[src/rtl/instr_prefetch_buffer_if.sv]
// Bundle of imem request/response, redirect and decode-side handshake signals
// for the instruction prefetch buffer.
interface instr_prefetch_buffer_if #(
  parameter int unsigned XLEN = 32
);
  logic            imem_req_valid;
  logic            imem_req_ready;
  logic [XLEN-1:0] imem_addr;
  logic            imem_rsp_valid;
  logic [XLEN-1:0] imem_rsp_data;
  logic            redirect_valid;
  logic [XLEN-1:0] redirect_pc;
  logic            instr_valid;
  logic            instr_ready;
  logic [XLEN-1:0] instr;
  logic [XLEN-1:0] instr_pc;
  logic [6:0]      op;

  modport master (
    output imem_req_valid, imem_addr, instr_valid, instr, instr_pc, op,
    input  imem_req_ready, imem_rsp_valid, imem_rsp_data,
           redirect_valid, redirect_pc, instr_ready
  );

  modport slave (
    input  imem_req_valid, imem_addr, instr_valid, instr, instr_pc, op,
    output imem_req_ready, imem_rsp_valid, imem_rsp_data,
           redirect_valid, redirect_pc, instr_ready
  );
endinterface

[src/rtl/instr_prefetch_buffer.sv]
// In-order instruction prefetch buffer: credit-throttled imem fetch, DEPTH-entry
// queue toward decode, flush with stale-response dropping on redirect.
module instr_prefetch_buffer #(
  parameter int unsigned    XLEN     = 32,
  parameter int unsigned    DEPTH    = 2,
  parameter logic [XLEN-1:0] RESET_PC = '0
) (
  input logic                   clk,
  input logic                   reset,
  instr_prefetch_buffer_if.master bus
);
  localparam int unsigned PW = $clog2(DEPTH);
  localparam int unsigned CW = PW + 2;

  typedef struct packed {
    logic [XLEN-1:0] pc;
    logic [XLEN-1:0] word;
  } entry_t;

  entry_t          entries_q [DEPTH];
  logic [XLEN-1:0] fetch_pc_q, fetch_pc_d;
  logic [XLEN-1:0] rsp_pc_q, rsp_pc_d;
  logic [CW-1:0]   count_q, count_d;
  logic [CW-1:0]   outst_q, outst_d;
  logic [CW-1:0]   drop_q, drop_d;
  logic [PW-1:0]   rd_q, rd_d;
  logic [PW-1:0]   wr_q, wr_d;
  logic            req_valid_q, instr_valid_q;
  logic            req_fire, out_fire, rsp_ok, wr_en, credit_ok;

  // Next-state: redirect flushes everything and converts in-flight requests to drops
  always_comb begin
    fetch_pc_d = fetch_pc_q;
    rsp_pc_d   = rsp_pc_q;
    count_d    = count_q;
    outst_d    = outst_q;
    drop_d     = drop_q;
    rd_d       = rd_q;
    wr_d       = wr_q;
    wr_en      = 1'b0;

    req_fire = req_valid_q & bus.imem_req_ready;
    out_fire = instr_valid_q & bus.instr_ready;
    // A response with nothing in flight is a protocol error and is ignored
    rsp_ok   = bus.imem_rsp_valid & ((outst_q != '0) | (drop_q != '0));

    if (bus.redirect_valid) begin
      fetch_pc_d = bus.redirect_pc & ~XLEN'(3);
      rsp_pc_d   = bus.redirect_pc & ~XLEN'(3);
      count_d    = '0;
      outst_d    = '0;
      rd_d       = '0;
      wr_d       = '0;
      drop_d     = outst_q + drop_q + CW'(req_fire) - CW'(rsp_ok);
    end else begin
      if (req_fire) begin
        fetch_pc_d = fetch_pc_q + XLEN'(4);
        outst_d    = outst_d + CW'(1);
      end
      if (rsp_ok) begin
        if (drop_q != '0) begin
          drop_d = drop_q - CW'(1);
        end else begin
          wr_en    = 1'b1;
          wr_d     = wr_q + PW'(1);
          rsp_pc_d = rsp_pc_q + XLEN'(4);
          outst_d  = outst_d - CW'(1);
          count_d  = count_d + CW'(1);
        end
      end
      if (out_fire) begin
        rd_d    = rd_q + PW'(1);
        count_d = count_d - CW'(1);
      end
    end

    credit_ok = (count_d + outst_d + drop_d) < CW'(DEPTH);
  end

  always_ff @(posedge clk) begin
    if (reset) begin
      fetch_pc_q    <= RESET_PC;
      rsp_pc_q      <= RESET_PC;
      count_q       <= '0;
      outst_q       <= '0;
      drop_q        <= '0;
      rd_q          <= '0;
      wr_q          <= '0;
      req_valid_q   <= 1'b0;
      instr_valid_q <= 1'b0;
      for (int unsigned i = 0; i < DEPTH; i++) begin
        entries_q[i] <= '0;
      end
    end else begin
      fetch_pc_q    <= fetch_pc_d;
      rsp_pc_q      <= rsp_pc_d;
      count_q       <= count_d;
      outst_q       <= outst_d;
      drop_q        <= drop_d;
      rd_q          <= rd_d;
      wr_q          <= wr_d;
      req_valid_q   <= credit_ok;
      instr_valid_q <= (count_d != '0);
      if (wr_en) begin
        entries_q[wr_q] <= '{pc: rsp_pc_q, word: bus.imem_rsp_data};
      end
    end
  end

  assign bus.imem_req_valid = req_valid_q;
  assign bus.imem_addr      = fetch_pc_q;
  assign bus.instr_valid    = instr_valid_q;
  assign bus.instr          = entries_q[rd_q].word;
  assign bus.instr_pc       = entries_q[rd_q].pc;
  assign bus.op             = entries_q[rd_q].word[6:0];
endmodule

[src/flat_wrapper.sv]
// flat-port wrapper written by rule: the top's interface ports become plain ports
module instr_prefetch_buffer_flat 
#(
  parameter int unsigned    XLEN     = 32,
  parameter int unsigned    DEPTH    = 2,
  parameter logic [XLEN-1:0] RESET_PC = '0
)
  (clk, reset, bus_imem_req_valid, bus_imem_addr, bus_instr_valid, bus_instr, bus_instr_pc, bus_op, bus_imem_req_ready, bus_imem_rsp_valid, bus_imem_rsp_data, bus_redirect_valid, bus_redirect_pc, bus_instr_ready);
  instr_prefetch_buffer_if #(.XLEN(XLEN)) bus_i ();
  input logic clk;
  input logic reset;
  output wire logic [$bits(bus_i.imem_req_valid)-1:0] bus_imem_req_valid;
  output wire logic [$bits(bus_i.imem_addr)-1:0] bus_imem_addr;
  output wire logic [$bits(bus_i.instr_valid)-1:0] bus_instr_valid;
  output wire logic [$bits(bus_i.instr)-1:0] bus_instr;
  output wire logic [$bits(bus_i.instr_pc)-1:0] bus_instr_pc;
  output wire logic [$bits(bus_i.op)-1:0] bus_op;
  input wire logic [$bits(bus_i.imem_req_ready)-1:0] bus_imem_req_ready;
  input wire logic [$bits(bus_i.imem_rsp_valid)-1:0] bus_imem_rsp_valid;
  input wire logic [$bits(bus_i.imem_rsp_data)-1:0] bus_imem_rsp_data;
  input wire logic [$bits(bus_i.redirect_valid)-1:0] bus_redirect_valid;
  input wire logic [$bits(bus_i.redirect_pc)-1:0] bus_redirect_pc;
  input wire logic [$bits(bus_i.instr_ready)-1:0] bus_instr_ready;
  assign bus_imem_req_valid = bus_i.imem_req_valid;
  assign bus_imem_addr = bus_i.imem_addr;
  assign bus_instr_valid = bus_i.instr_valid;
  assign bus_instr = bus_i.instr;
  assign bus_instr_pc = bus_i.instr_pc;
  assign bus_op = bus_i.op;
  assign bus_i.imem_req_ready = bus_imem_req_ready;
  assign bus_i.imem_rsp_valid = bus_imem_rsp_valid;
  assign bus_i.imem_rsp_data = bus_imem_rsp_data;
  assign bus_i.redirect_valid = bus_redirect_valid;
  assign bus_i.redirect_pc = bus_redirect_pc;
  assign bus_i.instr_ready = bus_instr_ready;
  instr_prefetch_buffer #(.XLEN(XLEN), .DEPTH(DEPTH), .RESET_PC(RESET_PC)) u_core (.clk(clk), .reset(reset), .bus(bus_i));
endmodule
[config.mk]
export PLATFORM = sky130hd
export DESIGN_NAME = instr_prefetch_buffer_flat
export DESIGN_NICKNAME = d
export VERILOG_FILES = /design/src/rtl/instr_prefetch_buffer_if.sv /design/src/rtl/instr_prefetch_buffer.sv /design/src/flat_wrapper.sv
export SDC_FILE = /design/constraint.sdc
export NUM_CORES = 1
export LEC_CHECK = 0
export CORE_MARGIN = 10
export CORE_UTILIZATION = 40
export DETAILED_ROUTE_END_ITERATION = 12
export HOLD_SLACK_MARGIN = 0.15
export PLACE_DENSITY = 0.72
export SYNTH_ARGS = -nofsm -noshare
export SYNTH_HDL_FRONTEND = slang
export SYNTH_SLANG_ARGS = --single-unit
[constraint.sdc]
create_clock -name clk -period 3.8 [get_ports clk]
set_clock_uncertainty 0.2 [all_clocks]
set_input_delay 0.76 -clock clk [delete_from_list [all_inputs] [get_ports clk]]
set_output_delay 0.76 -clock clk [all_outputs]
set_load 0.02 [all_outputs]
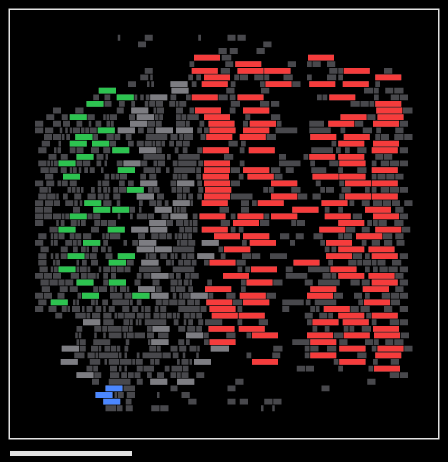
(run_1/flops_by_reg.png)
Scale bar: 50 um. Other sequential cells in the stronger gray, the rest of the logic in the fainter gray.
[green] u_core.bus.imem_addr | placed flops: 30
[blue] u_core.drop_q | placed flops: 3
[red] u_core.entries_q | placed flops: 124
not colored: 41

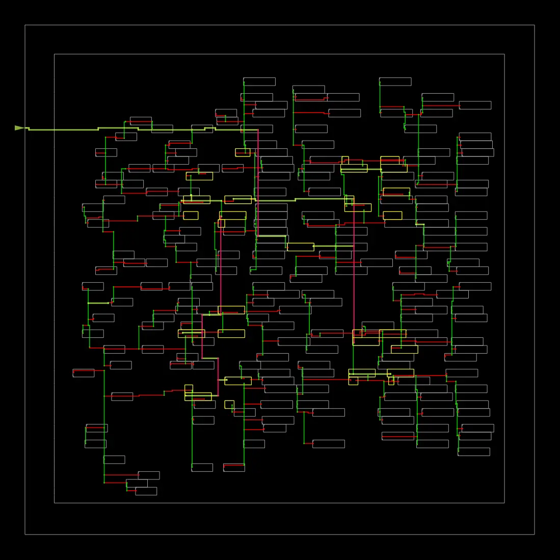
(run_1/clocks.png)
clock buffers: 21
later-pin clock latency in the skew report: 430 ps
CTS Sinks: 198
CTS Buf Count: 17

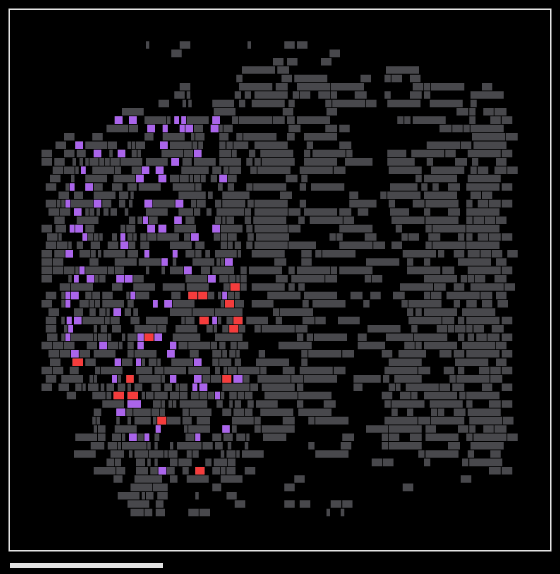
(run_1/logic_types.png)
Scale bar: 50 um.
[purple] inverting AOI/OAI gates | cells: 90 | most used: a21boi_0
[red] AND-OR and OR-AND gates | cells: 15 | most used: o31a_1

==> results.toml, run 1 <==
# yosys + openroad results
[critical_path]
crit_family = "adder cells"
start_kind = "flop"
crit_chain = "inv_2, ha_4, nor2b_4, nand2b_4, nand2_1, ha_1, inv_1, fa_2, inv_2, fa_1, mux2_4, fa_1, inv_1, ha_2, xnor2_2, o211a_1, o2111ai_1, a21bo_2"
crit_type = "flop to flop"
end_kind = "flop"
critical_path.max_stage_delay_ps = 520
cp.required_ps = 3930
critical_path.slowest_cell = "fa_1"
critPathBufInv = 4
worstPathArrival_ps = 4080
critPathMaxFanout = 2

[timing]
worstMarginPinSlew_ps = 852
rsz0062_at_grt = "true"
report.final.slew_viol_count = 0
fmax_ghz = 0.253
fin_setup_tns_ps = -153
maxSlewHeadroom_pct = 43.2
setup_slack_ps = -153
min_period_ps = 3950
finalHoldViolCount = 0
finalSetupViolCount = 1
finalCritPeriodShare_pct = 104
whs_ps = 318

[cts]
cts_buffer_depth = 2
cts_tree = "done"
path_clk_slew_ps = 70
htree_levels = 4
root_buffer = "clkbuf_16"

[synthesis]
synth_top_cell_by_area = "edfxtp_1"
ys_cells = 855
ys_seq_share_pct = 53.5
ys_area_sq_um = 9730
async_flop_share_pct = 0
enable_flop_cells = 124
top_cell_area_share_pct = 38.3
ff_type = "edfxtp_1"
yosys_warnings = 0
synthCells = 855
synth_cell_type_count = 61
synth.area.top_cells = "edfxtp_1 (38%), dfxtp_1 (15%), and2_1 (7.7%)"
synth_area_sq_um = 9730
synth-seq-cells = 198
syn_area_per_cell_sq_um = 11.4

[cells_and_area]
diodes = 0
fin_util_pct = 51.6
drive_above_1_share_pct = 15.3
stdcell_count = 1350
finalInstanceArea_sq_um = 12400
final_nets = 1100
syn_to_final_growth_pct = 27.8

[detailed_routing]
vias_per_cell = 5.10
vias = 6886
drt_iter0_markers = 517
drt-pass1-iter-count = 5
wl_per_cell_um = 18.1
antenna_left = 0
drcViolationCount = 0
routed_wl_um = 24500

[placed_design]
pre_cts_ws_ps = -776
hpwl_um = 17200
dp_cells = 1318
gp_congestion = 0.842
port-buffer-count = 168
place_area_sq_um = 11800

[run]
drv_cap = 0
warning_count = 33

[global_routing]
grt_max_degree = 63
grt_busiest_layer = "met2"
gr-usage-met1_pct = 21.0
antenna_found_initial = 0
grt_use_met3_pct = 4.57
met2_usage_pct = 23.7
grt_overflow = 0
grt_pass1_wl_um = 38300
grt.total_usage_pct = 15.4
grt_pass1_vias = 6948

[pwr]
powerDensity_nw_per_um2 = 423
pwr-share-seq_pct = 47.3
peakVddDrop_mv = 0.251
internal-power_mw = 3.90
power_frac_comb_pct = 18.5
switchingPower_mw = 1.35
finalPower_mw = 5.26
power.leakage_nw = 4.55
switching_share_pct = 25.7
pwr-share-clk_pct = 34.1

[status]
violations = "setup timing"
status = "finished with violations"

[floorplanning]
floorplan.core_util_pct = 40.4
die_area_sq_um = 31000
boundaryPins = 175
core_area_sq_um = 24100
die_h_um = 176
fp.dieW_um = 176
num_rows = 57

[min_path]
holdCritPathClass = "flop to flop"
run 1: layout make-up:
class | count | area [sq um]
clock buffer | 21 | 503
tap | 324 | 405
inverter | 39 | 146
clock inverter | 10 | 95.1
multi-input combinational | 558 | 4120
timing repair buffer | 200 | 1960
fill | 2170 | 11700
sequential | 198 | 5210
run 1: synthesized netlist by cell type (all sizes together), types with 2 or more instances:
library cell / count
ha: 13
o31a: 9
o31ai: 2
xor2: 22
nor2: 26
and3: 9
or4: 3
o21ai: 4
o211ai: 2
dfxtp: 74
and2: 121
o22ai: 5
a21oi: 27
or2: 6
and4: 10
edfxtp: 124
xnor2: 44
fa: 3
nor2b: 2
a21boi: 33
nand2b: 2
buf: 17
mux2i: 4
inv: 39
a211oi: 11
nand2: 34
mux2: 64
nand3: 25
nor4: 25
clkbuf: 45
nor3: 14
o21bai: 3
nand4: 19
run 1: power by group through the flow:
stage	sequential (mW)	clock (mW)	combinational (mW)
6_report	2.49	1.80	0.975
5_1_grt	2.50	1.91	1.07
4_1_cts	2.49	1.83	0.976
3_5_place_dp	2.53	0	0.946
3_3_place_gp	2.53	0	0.927
2_1_floorplan	2.54	0	0.543
run 1: kinds of logic (layout without fill, tap and decap cells):
kind of cell | Yosys count | in the layout | share of synthesized area [%]
compound gates | 105 | 105 | 7.47
xor+xnor | 67 | 67 | 6.17
fa+ha+maj | 16 | 16 | 2.29
buf+inv | 102 | 270 | 4.80
flops | 198 | 198 | 53.5
mux | 68 | 68 | 7.82
other cells | 1 | 4 | 0.0385
simple gates | 298 | 298 | 17.9
run 1: final timing paths:
check                                   end        startpoint  slack [ps]  cells after the start
setup / recovery  u_core.bus.imem_req_valid  u_core.drop_q[1]        -150                     18
hold / removal                  u_core.rd_q       u_core.rd_q         320                      2
setup reg to reg  u_core.bus.imem_req_valid  u_core.drop_q[1]        -150                     18
hold reg to reg                 u_core.rd_q       u_core.rd_q         320                      2
run 1: metal layers:
layer,part of all wire [%],up-vias,wire [um]
met2,44,251,10800
li1,-,3334,-
met3,7.0,21,1720
met1,48,3280,11600
met5,0,-,0
met4,1.2,0,285
run 1: state kept, by name, summed over array words and instances (netlist names), named ones only:
signal                     cells
u_core.bus.imem_addr          30
u_core.bus.instr_valid         1
u_core.wr_q                    1
u_core.rd_q                    1
u_core.count_q                 3
u_core.drop_q                  3
u_core.bus.imem_req_valid      1
u_core.entries_q             124
u_core.rsp_pc_q               30
u_core.outst_q                 3
run 1: cells in the final DEF (no fill, tap or decap), types with 22 or more instances in the layout:
cell,instances
buf_4,29
a21oi_1,27
nor4_1,25
clkdlybuf4s50_1,167
a21boi_0,33
edfxtp_1,124
inv_1,36
xor2_1,22
mux2_2,63
and2_1,119
nand2_1,33
dfxtp_1,73
nor2_1,26
nand3_1,25
xnor2_1,43
run 1: repair_timing:
action | CTS | global route
hold buffers | 0 | 0
resized | 2 | 0
endpoints found under the setup margin | 1 | 1
pin swaps | 0 | 1
setup buffers | 1 | 0
run 1: tightest hold or removal path, delay by kind of cell, from the launching register on:
family,cells,cell delay (ps)
XOR/XNOR,1,80
flip-flops,1,330
AND/OR/NAND/NOR,1,70
==> run_1/wires.png <==
Only two layers are drawn.
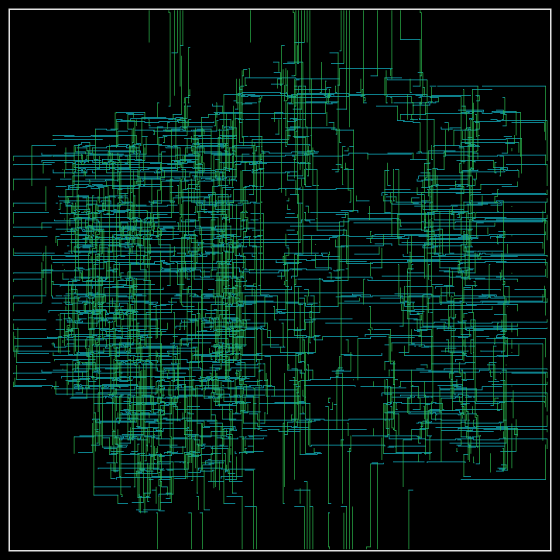

==> run 2: changes to the inputs <==
--- a/config.mk
+++ b/config.mk
@@ -9,7 +9,9 @@
 export CORE_UTILIZATION = 40
 export DETAILED_ROUTE_END_ITERATION = 12
 export HOLD_SLACK_MARGIN = 0.15
+export MAX_ROUTING_LAYER = met4
 export PLACE_DENSITY = 0.72
+export SKIP_LAST_GASP = 1
 export SYNTH_ARGS = -nofsm -noshare
 export SYNTH_HDL_FRONTEND = slang
 export SYNTH_SLANG_ARGS = --single-unit
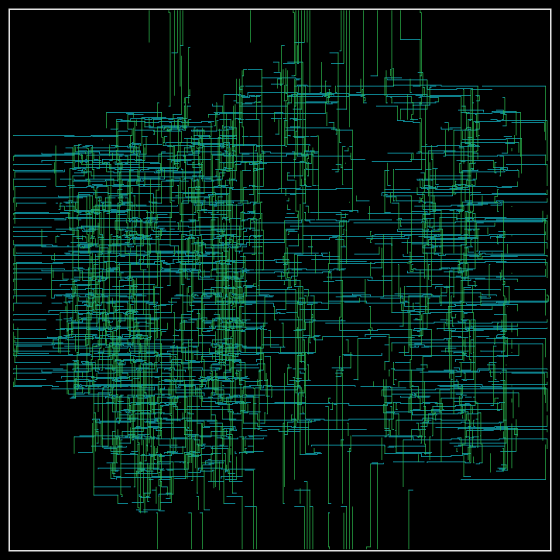
(run_2/wires.png)
Only two layers are drawn.
[cyan] metal 1 | wire length: 11700 um
[green] metal 2 | wire length: 10700 um

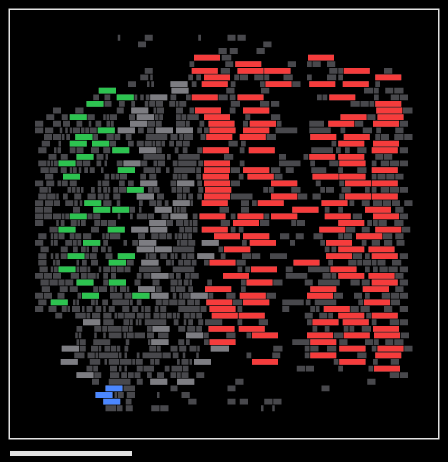
(run_2/flops_by_reg.png)
Scale bar: 50 um. Other sequential cells in the stronger gray, the rest of the logic in the fainter gray.
[red] u_core.entries_q | placed flops: 124
[green] u_core.bus.imem_addr | placed flops: 30
[blue] u_core.drop_q | placed flops: 3

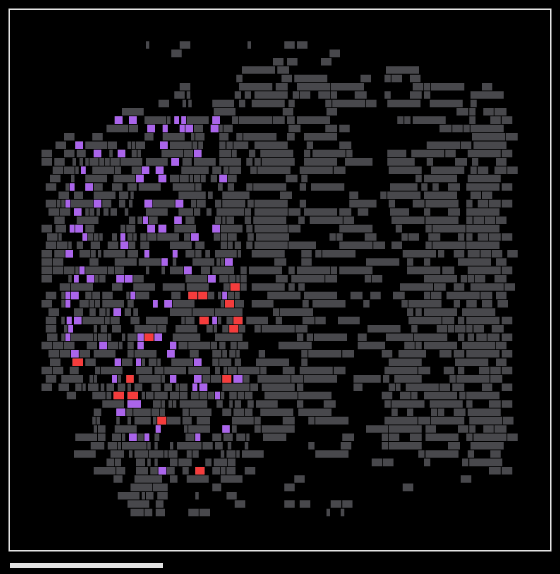
(run_2/logic_types.png)
Scale bar: 50 um.
[purple] inverting AOI/OAI gates | cells: 90 | most used: a21boi_0
[red] AND-OR and OR-AND gates | cells: 15 | most used: o31a_1

==> results.toml, run 2 <==
# yosys + openroad results
[detailed_routing]
vias_per_cell = 5.11
routed_wl_um = 24400
drt-pass1-iter-count = 5
vias = 6892
drt_iter0_markers = 466
wl_per_cell_um = 18.1
antenna_left = 0
drcViolationCount = 0

[timing]
fmax_ghz = 0.253
finalCritPeriodShare_pct = 104
report.final.slew_viol_count = 0
maxSlewHeadroom_pct = 43.8
min_period_ps = 3950
whs_ps = 318
rsz0062_at_grt = "true"
finalSetupViolCount = 1
fin_setup_tns_ps = -150
setup_slack_ps = -150
finalHoldViolCount = 0

[synthesis]
syn_area_per_cell_sq_um = 11.4
yosys_warnings = 0
async_flop_share_pct = 0
synth.area.top_cells = "edfxtp_1 (38%), dfxtp_1 (15%), and2_1 (7.7%)"
common_cells = "edfxtp_1 (124), and2_1 (119), dfxtp_1 (74)"
most_common_cell = "edfxtp_1"
muxShareOfSynthArea_pct = 7.82
ys_area_sq_um = 9730
ys_sh_adder_pct = 2.29
enable_flop_cells = 124
xor_area_share_pct = 6.17
synth_top_cell_by_area = "edfxtp_1"
top_cell_area_share_pct = 38.3
yosys.area_share.simple_pct = 17.9
synth_cell_type_count = 61
aoi_share_pct = 7.47
synth-seq-cells = 198
ff_type = "edfxtp_1"
synth_area_sq_um = 9730
top_logic_kind = "simple AND/OR/NAND/NOR gates"
ys_seq_share_pct = 53.5
ys_cells = 855

[cells_and_area]
final_cell_mix = "clkdlybuf4s50_1 (167), edfxtp_1 (124), and2_1 (119)"
drive_above_1_share_pct = 15.3
lay_top_count = "clkdlybuf4s50_1"
top_register = "u_core.entries_q"
diodes = 0
fin_util_pct = 51.6
syn_to_final_growth_pct = 27.8
stdcell_count = 1350
largest_register_ffs = 124
final_nets = 1100

[floorplanning]
die_area_sq_um = 31000
fp.dieW_um = 176
die_h_um = 176
num_rows = 57
boundaryPins = 175
core_area_sq_um = 24100
floorplan.core_util_pct = 40.4

[cts]
numClockSinks = 198
path_clk_slew_ps = 70
cts_buffers = 17
hold_buffers = 0
root_buffer = "clkbuf_16"
cts_buffer_depth = 2
clock_latency_ps = 420
htree_levels = 4
cts_tree = "done"

[placed_design]
dp_cells = 1318
gp_congestion = 0.855
hpwl_um = 17200
port-buffer-count = 168

[pwr]
switching_share_pct = 25.6
pwr-share-clk_pct = 34.1
peakVddDrop_mv = 0.250
powerDensity_nw_per_um2 = 422
power_frac_comb_pct = 18.5
pwr-share-seq_pct = 47.4
finalPower_mw = 5.25
switchingPower_mw = 1.35
power.leakage_nw = 4.55

[critical_path]
worstPathArrival_ps = 4070
crit_type = "flop to flop"
cp.required_ps = 3920
crit_chain = "inv_2, ha_4, nor2b_4, nand2b_4, nand2_1, ha_1, inv_1, fa_2, inv_2, fa_1, mux2_4, fa_1, inv_1, ha_2, xnor2_2, o211a_1, o2111ai_1, a21bo_2"
critPathMaxFanout = 2
critical_path.max_stage_delay_ps = 510
critical_path.slowest_cell = "fa_1"
end_kind = "flop"
crit_family = "adder cells"
start_kind = "flop"
critPathBufInv = 4

[global_routing]
antenna_found_initial = 0
grt_pass1_wl_um = 38200
grt.total_usage_pct = 15.9
grt_overflow = 0
grt_max_degree = 63
grt_pass1_vias = 6976

[status]
status = "finished with violations"
violations = "setup timing"

[run]
warning_count = 33
drv_cap = 0

[min_path]
holdCritPathClass = "flop to flop"
run 2: power by group through the flow:
stage          sequential (mW)  combinational, mW  clock (mW)
3_3_place_gp              2.53              0.927           0
5_1_grt                   2.50               1.07        1.91
2_1_floorplan             2.54              0.543           0
3_5_place_dp              2.53              0.946           0
6_report                  2.49              0.972        1.79
4_1_cts                   2.49              0.976        1.83
run 2: cell type report:
| class | instances | area [sq um] |
|---|---|---|
| sequential | 198 | 5210 |
| clock inverter | 10 | 95.1 |
| tap | 324 | 405 |
| fill | 2170 | 11700 |
| clock buffer | 21 | 503 |
| multi-input combinational | 558 | 4120 |
| inverter | 39 | 146 |
| timing repair buffer | 200 | 1960 |
run 2: metrics by stage:
| stage | setup slack, ps | instance area, sq um |
|---|---|---|
| 2_1_floorplan | -78.9 | 9790 |
| 3_3_place_gp | -704 | 11800 |
| 3_5_place_dp | -776 | 11800 |
| 4_1_cts | -156 | 12400 |
| 5_1_grt | -307 | 12400 |
| 6_report | -150 | 12400 |
run 2: tightest hold or removal path: stages (launching register included):
cell and delay [ps]:
dfxtp_1 330, xor2_1 80, nor2_1 70
run 2: final timing paths:
path,cells past startpoint,endpoint,slack (ps),from
min reg2reg,2,u_core.rd_q,320,u_core.rd_q
max,18,u_core.bus.imem_req_valid,-150,u_core.drop_q[1]
max reg2reg,18,u_core.bus.imem_req_valid,-150,u_core.drop_q[1]
min,2,u_core.rd_q,320,u_core.rd_q
run 2: kinds of logic (layout without fill, tap and decap cells):
logic type               Yosys count  count (layout)
multiplexers                      68              68
XOR/XNOR                          67              67
adder cells (fa/ha/maj)           16              16
flip-flops                       198             198
AND/OR/NAND/NOR                  298             298
buffers and inverters            102             270
other                              1               4
AND-OR/OR-AND                    105             105
run 2: routing by layer:
metal,up-vias,track usage [%],wire (um)
li1,3337,-,-
met1,3278,21.3,11700
met2,256,23.8,10700
met3,21,3.99,1670
met4,0,3.60,289
met5,-,-,0
run 2: what timing repair did:
| item | in CTS | in global routing |
|---|---|---|
| cloned | 0 | 0 |
| pin swaps | 0 | 1 |
| buffers inserted | 1 | 0 |
| endpoints found under the setup margin | 1 | 1 |
| endpoints found under the hold margin | 0 | 0 |
| gates resized | 2 | 0 |
Power is estimated from default activity; no workload was simulated.
